==> config.mk <==
export PLATFORM = sky130hd
export DESIGN_NAME = riscv_mem_arbiter
export DESIGN_NICKNAME = d
export VERILOG_FILES = /design/src/rtl/riscv_constants.sv /design/src/rtl/riscv_perf_cnt.sv /design/src/rtl/riscv_mem_arbiter.sv
export SDC_FILE = /design/constraint.sdc
export NUM_CORES = 1
export LEC_CHECK = 0
export CAP_MARGIN = 20
export CORE_AREA = 2 2 107 109
export CTS_BUF_LIST = sky130_fd_sc_hd__clkbuf_8 sky130_fd_sc_hd__clkbuf_16
export DETAILED_ROUTE_END_ITERATION = 10
export DIE_AREA = 0 0 109 111
export GPL_TIMING_DRIVEN = 0
export PLACE_DENSITY = 0.82
export SLEW_MARGIN = 20
export SYNTH_ARGS = -nofsm -noshare
export SYNTH_HDL_FRONTEND = slang
export SYNTH_SLANG_ARGS = --single-unit
==> constraint.sdc <==
create_clock -name clk -period 3.48 [get_ports clk]
set_clock_uncertainty 0.15 [all_clocks]
set_input_delay 0.348 -clock clk [delete_from_list [all_inputs] [get_ports clk]]
set_output_delay 0.348 -clock clk [all_outputs]
set_load 0.02 [all_outputs]
==> src/rtl/riscv_constants.sv <==
// Shared constants for the RISC-V memory arbiter: FSM encoding and the
// fixed byte-enable pattern used for instruction fetches.
package riscv_constants;

    typedef enum logic [1:0] {
        ARB_IDLE   = 2'd0,
        ARB_BUSY_I = 2'd1,
        ARB_BUSY_D = 2'd2
    } ARB_STATE;

    localparam logic [3:0] ARB_FETCH_BE = 4'hF;

endpackage

==> src/rtl/riscv_perf_cnt.sv <==
// 32-bit event counter: counts cycles with en=1, wraps modulo 2^32,
// synchronous active-low reset.
module riscv_perf_cnt (
    input  logic        clk,
    input  logic        x_reset,
    input  logic        en,
    output logic [31:0] count
);

    // Count enabled cycles, free-running wrap.
    always_ff @(posedge clk) begin
        if (!x_reset) begin
            count <= '0;
        end else if (en) begin
            count <= count + 32'd1;
        end
    end

endmodule

==> src/rtl/riscv_mem_arbiter.sv <==
// Single-port RAM arbiter between instruction fetch and load/store.
// One transaction in flight at a time; data has priority, with a streak
// limit that forces a fetch grant after MAX_D_STREAK data grants in a row.
// Optional macro RISCV_ARB_PERF_EN adds stall/grant performance counters.
module riscv_mem_arbiter
    import riscv_constants::*;
#(
    parameter int MEM_LATENCY  = 1,
    parameter int MAX_D_STREAK = 4
) (
    input  logic        clk,
    input  logic        x_reset,
    input  logic        if_req,
    input  logic [31:0] if_addr,
    input  logic        if_flush,
    output logic        if_gnt,
    output logic        if_rvalid,
    output logic [31:0] if_rdata,
    input  logic        d_req,
    input  logic        d_we,
    input  logic [3:0]  d_be,
    input  logic [31:0] d_addr,
    input  logic [31:0] d_wdata,
    output logic        d_gnt,
    output logic        d_rvalid,
    output logic [31:0] d_rdata,
    output logic        mem_en,
    output logic        mem_we,
    output logic [3:0]  mem_be,
    output logic [31:0] mem_addr,
    output logic [31:0] mem_wdata,
    input  logic [31:0] mem_rdata
`ifdef RISCV_ARB_PERF_EN
    ,
    output logic [31:0] perf_if_stall,
    output logic [31:0] perf_d_stall,
    output logic [31:0] perf_grants
`endif
);

    localparam logic [2:0] LAT_INIT   = 3'(MEM_LATENCY);
    localparam logic [3:0] STREAK_MAX = 4'(MAX_D_STREAK);

    ARB_STATE    state;
    logic [2:0]  lat_cnt;
    logic [3:0]  streak;
    logic        flush_pending;
    logic        store_q;
    logic [31:0] if_rdata_q;
    logic [31:0] d_rdata_q;

    logic        can_issue;
    logic        force_i;
    logic        gnt_i;
    logic        gnt_d;
    logic        resp_slot;
    logic        resp_i;
    logic        resp_d;

    // A returning response frees the port in the same cycle.
    assign can_issue = (state == ARB_IDLE) || (lat_cnt == 3'd1);
    assign force_i   = if_req && (streak == STREAK_MAX);

    // Grant selection; everything is held off while reset is asserted.
    always_comb begin
        gnt_i = 1'b0;
        gnt_d = 1'b0;
        if (x_reset && can_issue) begin
            if (force_i) begin
                gnt_i = 1'b1;
            end else if (d_req) begin
                gnt_d = 1'b1;
            end else if (if_req) begin
                gnt_i = 1'b1;
            end
        end
    end

    assign if_gnt = gnt_i;
    assign d_gnt  = gnt_d;

    // Drive the RAM port from whichever requester won this cycle.
    always_comb begin
        mem_en    = 1'b0;
        mem_we    = 1'b0;
        mem_be    = 4'h0;
        mem_addr  = 32'h0;
        mem_wdata = 32'h0;
        if (gnt_d) begin
            mem_en    = 1'b1;
            mem_we    = d_we;
            mem_be    = d_be;
            mem_addr  = d_addr;
            mem_wdata = d_wdata;
        end else if (gnt_i) begin
            mem_en    = 1'b1;
            mem_be    = ARB_FETCH_BE;
            mem_addr  = if_addr;
        end
    end

    // Response slot: the last latency cycle of the outstanding transaction.
    // A flush arriving in the slot itself also discards the returning fetch.
    assign resp_slot = x_reset && (lat_cnt == 3'd1);
    assign resp_i    = resp_slot && (state == ARB_BUSY_I);
    assign resp_d    = resp_slot && (state == ARB_BUSY_D);
    assign if_rvalid = resp_i && !flush_pending && !if_flush;
    assign d_rvalid  = resp_d;

    assign if_rdata = !x_reset  ? 32'h0 :
                      if_rvalid ? mem_rdata : if_rdata_q;
    assign d_rdata  = !x_reset  ? 32'h0 :
                      d_rvalid  ? (store_q ? 32'h0 : mem_rdata) : d_rdata_q;

    // Transaction FSM and latency countdown.
    always_ff @(posedge clk) begin
        if (!x_reset) begin
            state   <= ARB_IDLE;
            lat_cnt <= 3'd0;
            store_q <= 1'b0;
        end else if (gnt_i || gnt_d) begin
            state   <= gnt_i ? ARB_BUSY_I : ARB_BUSY_D;
            lat_cnt <= LAT_INIT;
            store_q <= gnt_d && d_we;
        end else if (lat_cnt == 3'd1) begin
            state   <= ARB_IDLE;
            lat_cnt <= 3'd0;
        end else if (lat_cnt != 3'd0) begin
            lat_cnt <= lat_cnt - 3'd1;
        end
    end

    // Consecutive data grants while fetch is waiting.
    always_ff @(posedge clk) begin
        if (!x_reset) begin
            streak <= 4'd0;
        end else if (!if_req || gnt_i) begin
            streak <= 4'd0;
        end else if (gnt_d && (streak != STREAK_MAX)) begin
            streak <= streak + 4'd1;
        end
    end

    // Remember a flush against the fetch currently in flight.
    always_ff @(posedge clk) begin
        if (!x_reset) begin
            flush_pending <= 1'b0;
        end else if (gnt_i) begin
            flush_pending <= if_flush;
        end else if (lat_cnt == 3'd1) begin
            flush_pending <= 1'b0;
        end else if ((state == ARB_BUSY_I) && if_flush) begin
            flush_pending <= 1'b1;
        end
    end

    // Hold the last delivered read data between responses.
    always_ff @(posedge clk) begin
        if (!x_reset) begin
            if_rdata_q <= 32'h0;
            d_rdata_q  <= 32'h0;
        end else begin
            if (if_rvalid) begin
                if_rdata_q <= mem_rdata;
            end
            if (d_rvalid) begin
                d_rdata_q <= store_q ? 32'h0 : mem_rdata;
            end
        end
    end

`ifdef RISCV_ARB_PERF_EN
    riscv_perf_cnt u_perf_if_stall (
        .clk     (clk),
        .x_reset (x_reset),
        .en      (if_req && !gnt_i),
        .count   (perf_if_stall)
    );

    riscv_perf_cnt u_perf_d_stall (
        .clk     (clk),
        .x_reset (x_reset),
        .en      (d_req && !gnt_d),
        .count   (perf_d_stall)
    );

    riscv_perf_cnt u_perf_grants (
        .clk     (clk),
        .x_reset (x_reset),
        .en      (mem_en),
        .count   (perf_grants)
    );
`endif

endmodule

==> run summary <==
run metrics: vias after detailed routing=4,607, Post-Synth Simple-Gate Area=0.205, gr usage total=0.264, sequential-to-total area share from yosys stat=0.391, setup TNS=0 ps, ao+oa area frac=0.213, CTS buffer count=9, post-route ant nets=0, Post-Layout Cell Count=891, 1st-iter DRT viols=273, M2 GR Usage=0.485, Switching Share=0.339, synthesized cell area=0.00384 sq mm, largest net degree at the start of global routing=14, Layout Nets=886, met2 WL post-DR=8470 um, GR peak layer=met2, postcts setup bufs=0, Comb gate area=0.00199 sq mm, adder share=0.0163, crit path DAT=2860 ps, Top power group=combinational logic, dpl cell area=0.00677 sq mm, Pleak=3.41 nW, Die ar.=0.0121 sq mm, asr flop ratio synth=0, Slew Limit Fails=0, GRT overflow=0, Post-Synth XOR/XNOR Area=0, CTS resizes=6, DRT met1 WL=5850 um, Reg power frac=0.296, number of max-cap violations=0, Synth mux share=0.0835, Avg Cell Area, Syn=8.45 sq um, most frequent cells in the layout=242 x clkdlybuf4s50_1, 75 x dfxtp_1, 44 x nand2_1, 39 x inv_1, 39 x a21oi_1, row count=39, P&R area growth vs syn=87.0%, global-route wire length before repair=25,100 um, io pins=276, crit path time final=3360 ps, Port Buffer Count=275, placed insts=872, Top cells by area=dfxtp_1 39%, mux2i_1 8.3%, a22o_1 7.3%, or4_1 6.7%, and2_1 5.5%, layout cells sized above 1=0.0548, Post-CTS Hold Fix Bufs=0, clk_buf instances=9, Crit Path Category=reg2out, flop count=75, YS warnings=0, Insertion Delay late pin=320 ps, CP peak stage delay=640 ps, Clk power=0.982 mW, fp util=0.346, worst path required time=2980 ps, crit end category=output port, met3 GRT Util=0.0576, vias in the first global route=4,745, post-synthesis cell count=454, Yosys top cell by area=dfxtp_1, detailed placer's ending HPWL=13,100 um, Tcrit/Tclk final=0.965, CP Max Fanout=10, invs w/o clock=39, crit-path cells=inv_1 > ha_1 > nand3b_1 > a221oi_4 > buf_2 > a22o_1 > clkdlybuf4s50_1, synthesis area per yosys=0.00384 sq mm, die width=109 um, cell count listed in synth_stat.txt=454, Crit path max-delay family=buffers and inverters, setup violators final=0, Pwr Density=443 mW/mm^2, Yosys top cell area share=0.391, Slew @ Worst Pin=688 ps, initial antenna violation count=0, P_seq=0.941 mW, drt drc=0, met3 WL post-DR=1210 um, Final Hold Slack=327 ps, OpenROAD warning count=29, number of inserted diodes=0, CTS tree=yes, Final Cell Area=0.00717 sq mm, die height=111 um, proportion of cell area spent on the clock network=0.0443, synth unique cells=42, Clk pwr share=0.309, final setup margin=121 ps, clock tree buffer depth=2, pre-CTS setup slack=112 ps, Non-clock buffers=321, Non-Clock Buffer Area Fraction=0.424, Worst path slowest cell=clkdlybuf4s50_1, drt first pass iters=6, CP startpoint kind=flop, Gate power share=0.395, fmax=298 MHz, status=finished clean, tapcell count=143, endpoints failing hold=0, clock-pin transition on the worst setup and hold timing paths=60 ps, Int Pwr=2.10 mW, drt total wl=16,200 um, worst path bufs/invs=3, Root Driver=clkbuf_16, Commonest flop=dfxtp_1, fillcell total=937, Synth Register Bits=75, total power=3.18 mW, worst min-delay path class=reg2reg, Largest logic family=AND-OR/OR-AND gates, top sig layer=met4, core area=0.0111 sq mm, H-Tree Depth=3, VDD IR max=269 uV, Comb gates=297, GPL Wtd Cong=0.994, Largest regs=d_rdata_q x32, if_rdata_q x32, streak x4, Post-synth EDFFs=0, Slew HR=0.538, grt met1 use=0.282, Largest cell class=buffers, Synth Net Count=597, CTS Sinks=75, combinational gate power=1.26 mW, vias per cell=5.17
[cells in the mapped netlist (2+ instances only)]
library cell and instances:
and2_1 34, o21ai_0 33, dfxtp_1 75, mux2i_1 32
nand4b_1 2, o211ai_1 2, inv_1 38, nor2_1 5
nand2b_1 3, buf_6 4, or4_1 34, nand3_1 4
a22o_1 32, a221oi_1 2, buf_2 10, clkbuf_1 28
ha_1 5, a21oi_1 39, nand3b_1 3, nand2_1 44
nor3_1 2, o22ai_1 3
[worst paths after layout]
| check | end | from | slack [ps] | cells past startpoint |
|---|---|---|---|---|
| max | mem_addr[6] | streak[0] | 120 | 7 |
| min | if_rdata_q[1] | if_rdata_q[1] | 330 | 2 |
| max reg2reg | d_rdata_q[28] | lat_cnt[1] | 1160 | 7 |
| min reg2reg | if_rdata_q[1] | if_rdata_q[1] | 330 | 2 |
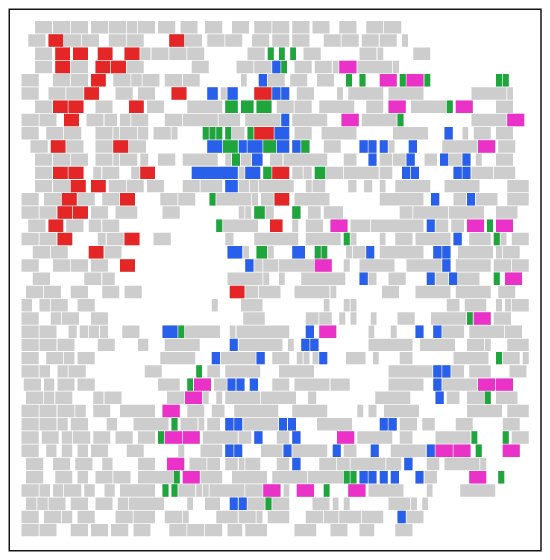
Fig. 1. Gate families picked out.
Key: inverting AOI/OAI gates = blue [cells 85]; multiplexers = magenta [cells 32]; AND-OR and OR-AND gates = red [cells 38]; NAND gates = green [cells 56]
most used logic cell in the final layout: clkdlybuf4s50_1
Comb area share: 0.277

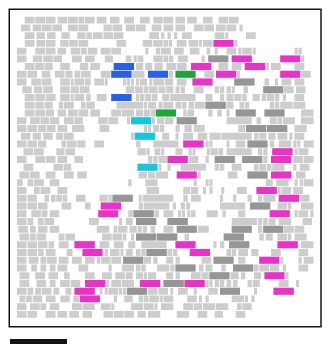
Fig. 2. Sequential cells coloured by netlist name.
Scale bar: 20 um. Other sequential cells in the stronger grey, the rest of the logic in the fainter grey.
Key: state = green [sequential cells 2]; streak = blue [sequential cells 4]; lat_cnt = cyan [sequential cells 3]; if_rdata_q = magenta [sequential cells 32, where all over the die]
Another 34 sequential cells are not coloured.
sequential share of cell area: 0.209
Layout Utilization: 0.648
Reg area: 0.00150 sq mm

No activity file was given, so power comes from the tool's default toggle rates.
